**src/rtl/uart_pkg.sv**
```systemverilog
// Shared definitions for the UART receiver and transmitter: FSM encoding,
// parity modes and the parity helper.
package uart_pkg;

    typedef enum logic [2:0] {
        ST_IDLE   = 3'd0,
        ST_START  = 3'd1,
        ST_DATA   = 3'd2,
        ST_PARITY = 3'd3,
        ST_STOP   = 3'd4,
        ST_BREAK  = 3'd5
    } state_t;

    localparam int PAR_NONE = 0;
    localparam int PAR_EVEN = 1;
    localparam int PAR_ODD  = 2;

    // Parity bit the line should carry, given the XOR of the payload bits.
    function automatic logic exp_parity(input logic payload_xor, input int mode);
        return (mode == PAR_ODD) ? ~payload_xor : payload_xor;
    endfunction

endpackage

```
**src/rtl/uart_bit_timer.sv**
```systemverilog
// Loadable bit-period down-counter; tick marks the terminal count of either
// a half period (after load_half) or a full period (auto-reload, load_full).
module uart_bit_timer #(
    parameter int CLKS_PER_BIT = 868
) (
    input  logic clk,
    input  logic rst,
    input  logic load_half,
    input  logic load_full,
    output logic tick
);

    localparam int W = $clog2(CLKS_PER_BIT);
    localparam logic [W-1:0] HALF_M1 = W'(CLKS_PER_BIT / 2 - 1);
    localparam logic [W-1:0] FULL_M1 = W'(CLKS_PER_BIT - 1);

    logic [W-1:0] cnt;

    always_ff @(posedge clk) begin
        if (!rst) begin
            cnt <= HALF_M1;
        end else if (load_half) begin
            cnt <= HALF_M1;
        end else if (load_full || cnt == '0) begin
            cnt <= FULL_M1;
        end else begin
            cnt <= cnt - W'(1);
        end
    end

    assign tick = (cnt == '0);

endmodule

```
**src/rtl/uart_rx.sv**
```systemverilog
// UART receiver: synchronises rx, recovers 8N1/8E1/8O1 frames and hands each
// byte out over valid/ready, flagging framing, parity and overrun errors.
module uart_rx
    import uart_pkg::*;
#(
    parameter int CLKS_PER_BIT = 868,
    parameter int DATA_BITS    = 8,
    parameter int PARITY       = 0
) (
    input  logic                 clk,
    input  logic                 rst,
    input  logic                 rx,
    output logic [DATA_BITS-1:0] data,
    output logic                 valid,
    input  logic                 ready,
    output logic                 busy,
    output logic                 frame_err,
    output logic                 parity_err,
    output logic                 overrun_err,
    output state_t               fsm_state
);

    // Handshake: a byte transfers on a rising clk edge where valid && ready;
    // data holds steady while valid is high, valid never drops without ready.

    state_t state, next_state;

    logic rx_meta, rx_s, rx_prev;
    logic tick;
    logic [3:0] bit_cnt;
    logic [DATA_BITS-1:0] shreg;
    logic perr;

    logic load_half, sample_data, sample_par, last_bit;
    logic stop_good, stop_perr, stop_bad;

    always_ff @(posedge clk) begin
        if (!rst) begin
            rx_meta <= 1'b1;
            rx_s    <= 1'b1;
            rx_prev <= 1'b1;
        end else begin
            rx_meta <= rx;
            rx_s    <= rx_meta;
            rx_prev <= rx_s;
        end
    end

    uart_bit_timer #(.CLKS_PER_BIT(CLKS_PER_BIT)) u_timer (
        .clk       (clk),
        .rst       (rst),
        .load_half (load_half),
        .load_full (1'b0),
        .tick      (tick)
    );

    assign last_bit = (bit_cnt == 4'(DATA_BITS - 1));

    always_ff @(posedge clk) begin
        if (!rst) begin
            state <= ST_IDLE;
        end else begin
            state <= next_state;
        end
    end

    always_comb begin
        next_state = state;
        case (state)
            ST_IDLE:   if (rx_prev && !rx_s) next_state = ST_START;
            ST_START:  if (tick) next_state = rx_s ? ST_IDLE : ST_DATA;
            ST_DATA:   if (tick && last_bit)
                           next_state = (PARITY == PAR_NONE) ? ST_STOP : ST_PARITY;
            ST_PARITY: if (tick) next_state = ST_STOP;
            ST_STOP:   if (tick) next_state = rx_s ? ST_IDLE : ST_BREAK;
            ST_BREAK:  if (rx_s) next_state = ST_IDLE;
            default:   next_state = ST_IDLE;
        endcase
    end

    // Timer sits preloaded with a half period while idle, so the start-bit
    // check lands mid-bit and later samples auto-reload a full period.
    always_comb begin
        load_half   = (state == ST_IDLE);
        busy        = (state != ST_IDLE);
        sample_data = (state == ST_DATA) && tick;
        sample_par  = (state == ST_PARITY) && tick;
        stop_good   = (state == ST_STOP) && tick && rx_s && !perr;
        stop_perr   = (state == ST_STOP) && tick && rx_s && perr;
        stop_bad    = (state == ST_STOP) && tick && !rx_s;
    end

    assign fsm_state = state;

    always_ff @(posedge clk) begin
        if (!rst) begin
            bit_cnt     <= '0;
            shreg       <= '0;
            perr        <= 1'b0;
            data        <= '0;
            valid       <= 1'b0;
            frame_err   <= 1'b0;
            parity_err  <= 1'b0;
            overrun_err <= 1'b0;
        end else begin
            frame_err   <= stop_bad;
            parity_err  <= stop_perr;
            overrun_err <= stop_good && valid && !ready;

            if (state == ST_START) begin
                bit_cnt <= '0;
                perr    <= 1'b0;
            end else if (sample_data) begin
                bit_cnt <= bit_cnt + 4'd1;
            end

            if (sample_data) begin
                shreg <= {rx_s, shreg[DATA_BITS-1:1]};
            end

            if (sample_par) begin
                perr <= (rx_s != exp_parity(^shreg, PARITY));
            end

            // A byte arriving while the previous one is unaccepted is dropped.
            if (stop_good && (!valid || ready)) begin
                data  <= shreg;
                valid <= 1'b1;
            end else if (valid && ready) begin
                valid <= 1'b0;
            end
        end
    end

endmodule

```
**config.mk**
```make
export PLATFORM = sky130hd
export DESIGN_NAME = uart_rx
export DESIGN_NICKNAME = d
export VERILOG_FILES = /design/src/rtl/uart_pkg.sv /design/src/rtl/uart_bit_timer.sv /design/src/rtl/uart_rx.sv
export SDC_FILE = /design/constraint.sdc
export NUM_CORES = 1
export LEC_CHECK = 0
export ABC_CLOCK_PERIOD_IN_PS = 5200
export CORE_AREA = 4 4 66 128
export CTS_BUF_LIST = sky130_fd_sc_hd__clkbuf_2 sky130_fd_sc_hd__clkbuf_4 sky130_fd_sc_hd__clkbuf_8
export CTS_CLUSTER_DIAMETER = 200
export DETAILED_ROUTE_END_ITERATION = 6
export DIE_AREA = 0 0 70 132
export SETUP_SLACK_MARGIN = 0.3
export SLEW_MARGIN = 20
export SYNTH_ARGS = -nofsm -noshare
export SYNTH_HDL_FRONTEND = slang
export SYNTH_HIERARCHICAL = 1
export SYNTH_SLANG_ARGS = --single-unit
export TNS_END_PERCENT = 5
```
**constraint.sdc**
```tcl
create_clock -name clk -period 5.2 [get_ports clk]
set_input_delay 1.3 -clock clk [delete_from_list [all_inputs] [get_ports clk]]
set_output_delay 1.3 -clock clk [all_outputs]
set_load 0.1 [all_outputs]
```
==> Flow_metrics.wiki <==
== Flow metrics ==
{| class="wikitable"
! Metric !! Value
|-
| Sequential power || 0.347 mW
|-
| First-pass GRT wire length || 6.699 mm
|-
| Post-CTS sizing || 0
|-
| Non-clock buffer area fraction after layout || 8.676%
|-
| Cell taking the most area after synthesis || dfxtp_1
|-
| Distinct cell type count of the synthesized netlist || 47
|-
| Max stage delay cell, worst path || clkdlybuf4s50_1
|-
| Endpoint of the worst setup timing path || busy
|-
| Combinational Area || around 900 sq um
|-
| Reg-to-reg critical path startpoint || u_timer/cnt[0]
|-
| Async set or reset register ratio after synthesis || 0%
|-
| Signal buffers || 19
|-
| Largest net degree at the start of global routing || 20
|-
| Number of I/O pins || 20
|-
| Area enclosed by the die boundary || between 0.009 and 0.01 sq mm
|-
| Bufs on Longest Clock Path || 2
|-
| Total track usage || 9.139%
|-
| Placed cell area || between 0.002 and 0.0025 sq mm
|-
| DRC || 0
|-
| Total of max-cap violations || 0
|-
| Top achievable clock speed || approximately 280 MHz
|-
| Final Max-Slew Violation Tally || 0
|-
| Seq/Total Area, Yosys || a little under half
|-
| Grt total ovfl || 0
|-
| Synthesis-stage register bit count || 41
|-
| Simple-gate portion of the synthesized area || about a quarter
|-
| Top reg by flops || u_timer/cnt
|-
| Yosys cell count || 202
|-
| Slack of the worst reg-to-reg path || about 2 ns
|-
| Leak Pwr || 0.7899 nW
|-
| Starting Density || 23.91%
|-
| Post-layout instance count excluding filler cells || about 320
|-
| Number of global-route vias before repair || between 1000 and 1500
|-
| Diodes inserted || 0
|-
| Flip-flop count of the largest register after layout || 10
|-
| Cell internal power dissipation || a little under 0.5 mW
|-
| Most frequently placed logic cell in the final layout || dfxtp_1
|-
| Met2 Routed Length || 2.164 mm
|-
| Top Layer Used || met4
|-
| Fraction of synthesized cell area taken by the top area cell type || 45.49%
|-
| Number of optimization iterations in the first detailed-route pass || 5
|-
| Number of antenna violations at the first check in global routing || 0
|-
| Syn-to-layout area delta || 21.50%
|-
| Seq area share || a little under two fifths
|-
| Critical hold path startpoint || rx_meta
|-
| Arr. time, crit path || 2.28 ns
|-
| Power Total || 0.7438 mW
|-
| Number of tap cells inserted || ~94
|-
| Total placed cells including tap cells || ~310
|-
| Fraction of the cycle the final worst path needs || 68.79%
|-
| TritonCTS clock tree || done
|-
| Count of final hold-check violations || 0
|-
| Fraction of area in multi-input gates || a little over two fifths
|-
| Layer with the highest usage || met2
|-
| Mean number of vias per cell || ~4.6
|-
| Area of the synthesized netlist per yosys stat || around 0.0018 sq mm
|-
| Fraction of power spent switching nets || 33.64%
|-
| Setup repair after global routing missed its margin || false
|-
| DPL Wire Length || between 2 and 3 mm
|-
| Final design utilization || 29.05%
|-
| Area taken by flip-flops and latches || 820.8 sq um
|-
| Critical Path, Cell by Cell || nor2_1, nand2_1, clkdlybuf4s50_1
|-
| Clock network fraction of design power || 31.9%
|-
| Cell with the most instances after synthesis || dfxtp_1
|-
| Top power consumer group || sequential cells
|-
| Fraction of synthesized area in multiplexers || approximately 5.5%
|-
| Met3 track demand over resource in global routing || 2.137%
|-
| Met3 routed wirelength || between 100 and 150 microns
|-
| Design area || around 0.0022 sq mm
|-
| Biggest registers after layout || u_timer/cnt (10), data (8), shreg (8)
|-
| Dominant flop cell || dfxtp_1
|-
| Crit path time final || ~3.6 ns
|-
| Worst-case setup margin in the final layout || between 1.5 and 2 ns
|-
| Total combinational power || 0.160 mW
|-
| Post-Synthesis Cell Area || 0.001804 sq mm
|-
| Combined buffer and inverter count along the critical path || 1
|-
| CP Launch Point || fsm_state[1]
|-
| Status || finished, final reports clean
|-
| Commonest cells in the synthesized netlist || 41 x dfxtp_1, 27 x nand2_1, 15 x a21oi_1, 15 x nor2_1, 10 x mux2i_1
|-
| Cell type group with the largest total delay on the critical path || buffers and inverters
|-
| Category of the critical setup timing path || register to output pin
|-
| Clock net power || approximately 0.24 mW
|-
| Logic pwr share || 21.5%
|-
| Largest cell class by area || multi-input combinational cells
|-
| Number of H-tree branching levels || 2
|-
| Worst relative slew slack || between 20 and 30%
|-
| Met1 wire length || around 1.4 mm
|-
| Setup Fix Bufs, Post-CTS || 0
|-
| Synthesized-area fraction occupied by xor and xnor cells || about 6.1%
|-
| Setup total negative slack || 0 ns
|-
| Worst-Margin Slew || approximately 1.1 ns
|-
| Commonest cells after routing, fill and taps aside || 41 x dfxtp_1, 27 x nand2_1, 19 x clkdlybuf4s50_1
|-
| Worst IR drop on VDD || between 0.1 and 0.15 mV
|-
| Tool warnings || 26
|-
| Fraction of the mapped netlist area in adder cells || under 10%
|-
| Clock network area share || about 4.6%
|-
| Final weighted congestion of routability-driven global placement || 0.8027
|-
| CLK BUF || 7
|-
| Post-DRT Antenna Nets || 0
|-
| TritonCTS Buffers || 5
|-
| Worst R2R End || data[4]
|-
| Instance count of the mapped netlist || roughly 200
|-
| Count of warnings emitted by yosys || 6
|-
| Clock latency on the worst-skew pair || 0.31 ns
|}
### Placement view

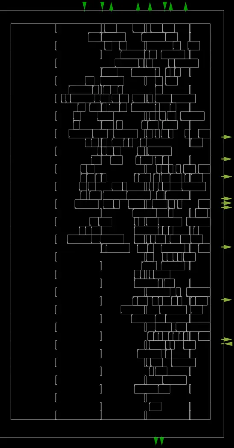
count of fill cells added during filler insertion: 818
count of standard-cell rows: 45

### Placed cells, one colour a class

Bar = 20 microns. Fill, decap, tap and diode cells in grey.
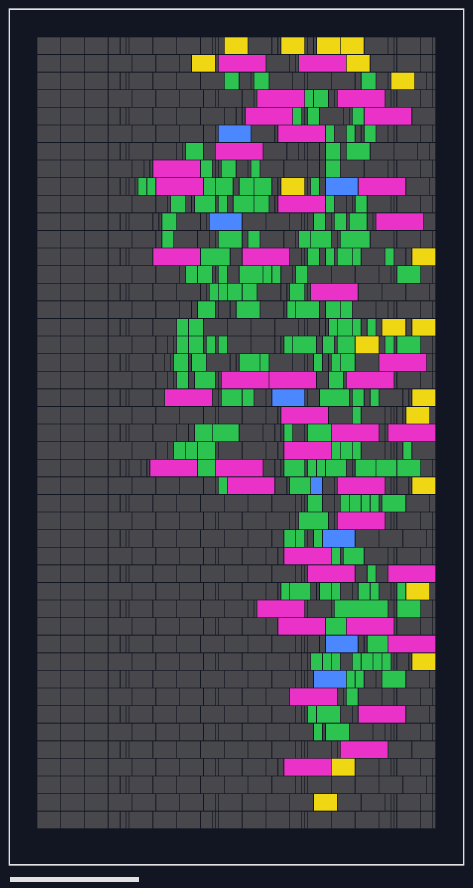
blue -> clock drivers and dummy loads  # cells 8, share of their area 4.9%
green -> combinational and other logic  # cells 159, share of their area 46%
magenta -> flops  # cells 41, share of their area 40%
yellow -> other buffers and delay cells  # cells 19, share of their area 9.2%

### Power grid

Pins as bars on the die edge. Tap cells in grey.
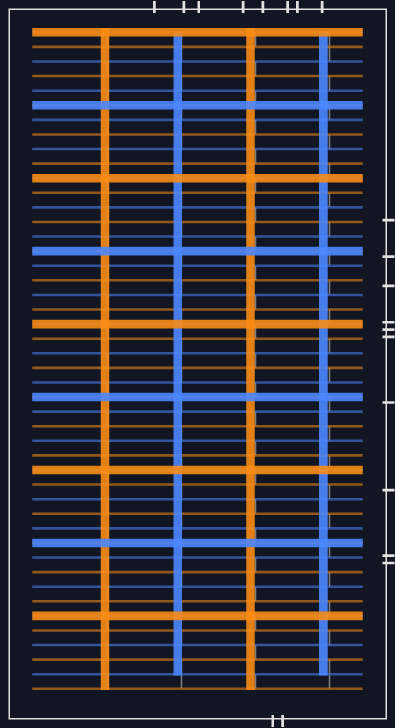
orange -> VSS
blue -> VDD
met4 straps = 4
met1 rails = 46
rows = 45
met5 straps = 9
y dimension of the die: 132 microns
core area: 0.007545 sq mm
horizontal die size: 70 microns

### Clock wires, drivers and flops

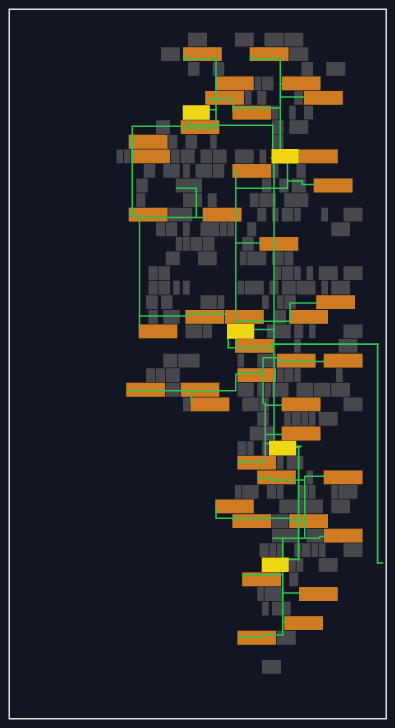
orange -> flip-flops  # count 41
yellow -> clock drivers  # count 5
green -> clock wires  # length 612 microns
routed clock nets = 6

### Metal 2

Bar = 20 microns.
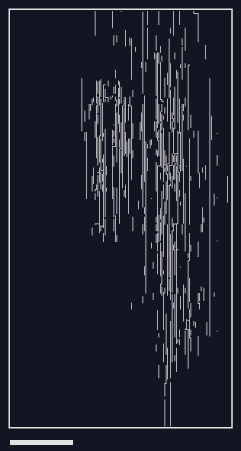
main direction = vertical
share of all routed wire = 56%
longest straight run = 81.6 microns
nets with wire on the layer = 191
wire length on this layer = 2160 microns
DR vias: 1492
Routed WL: 3.884 mm
Global Route met2 Usage: 16.86%

No activity file was given, so power comes from the tool's default toggle rates.
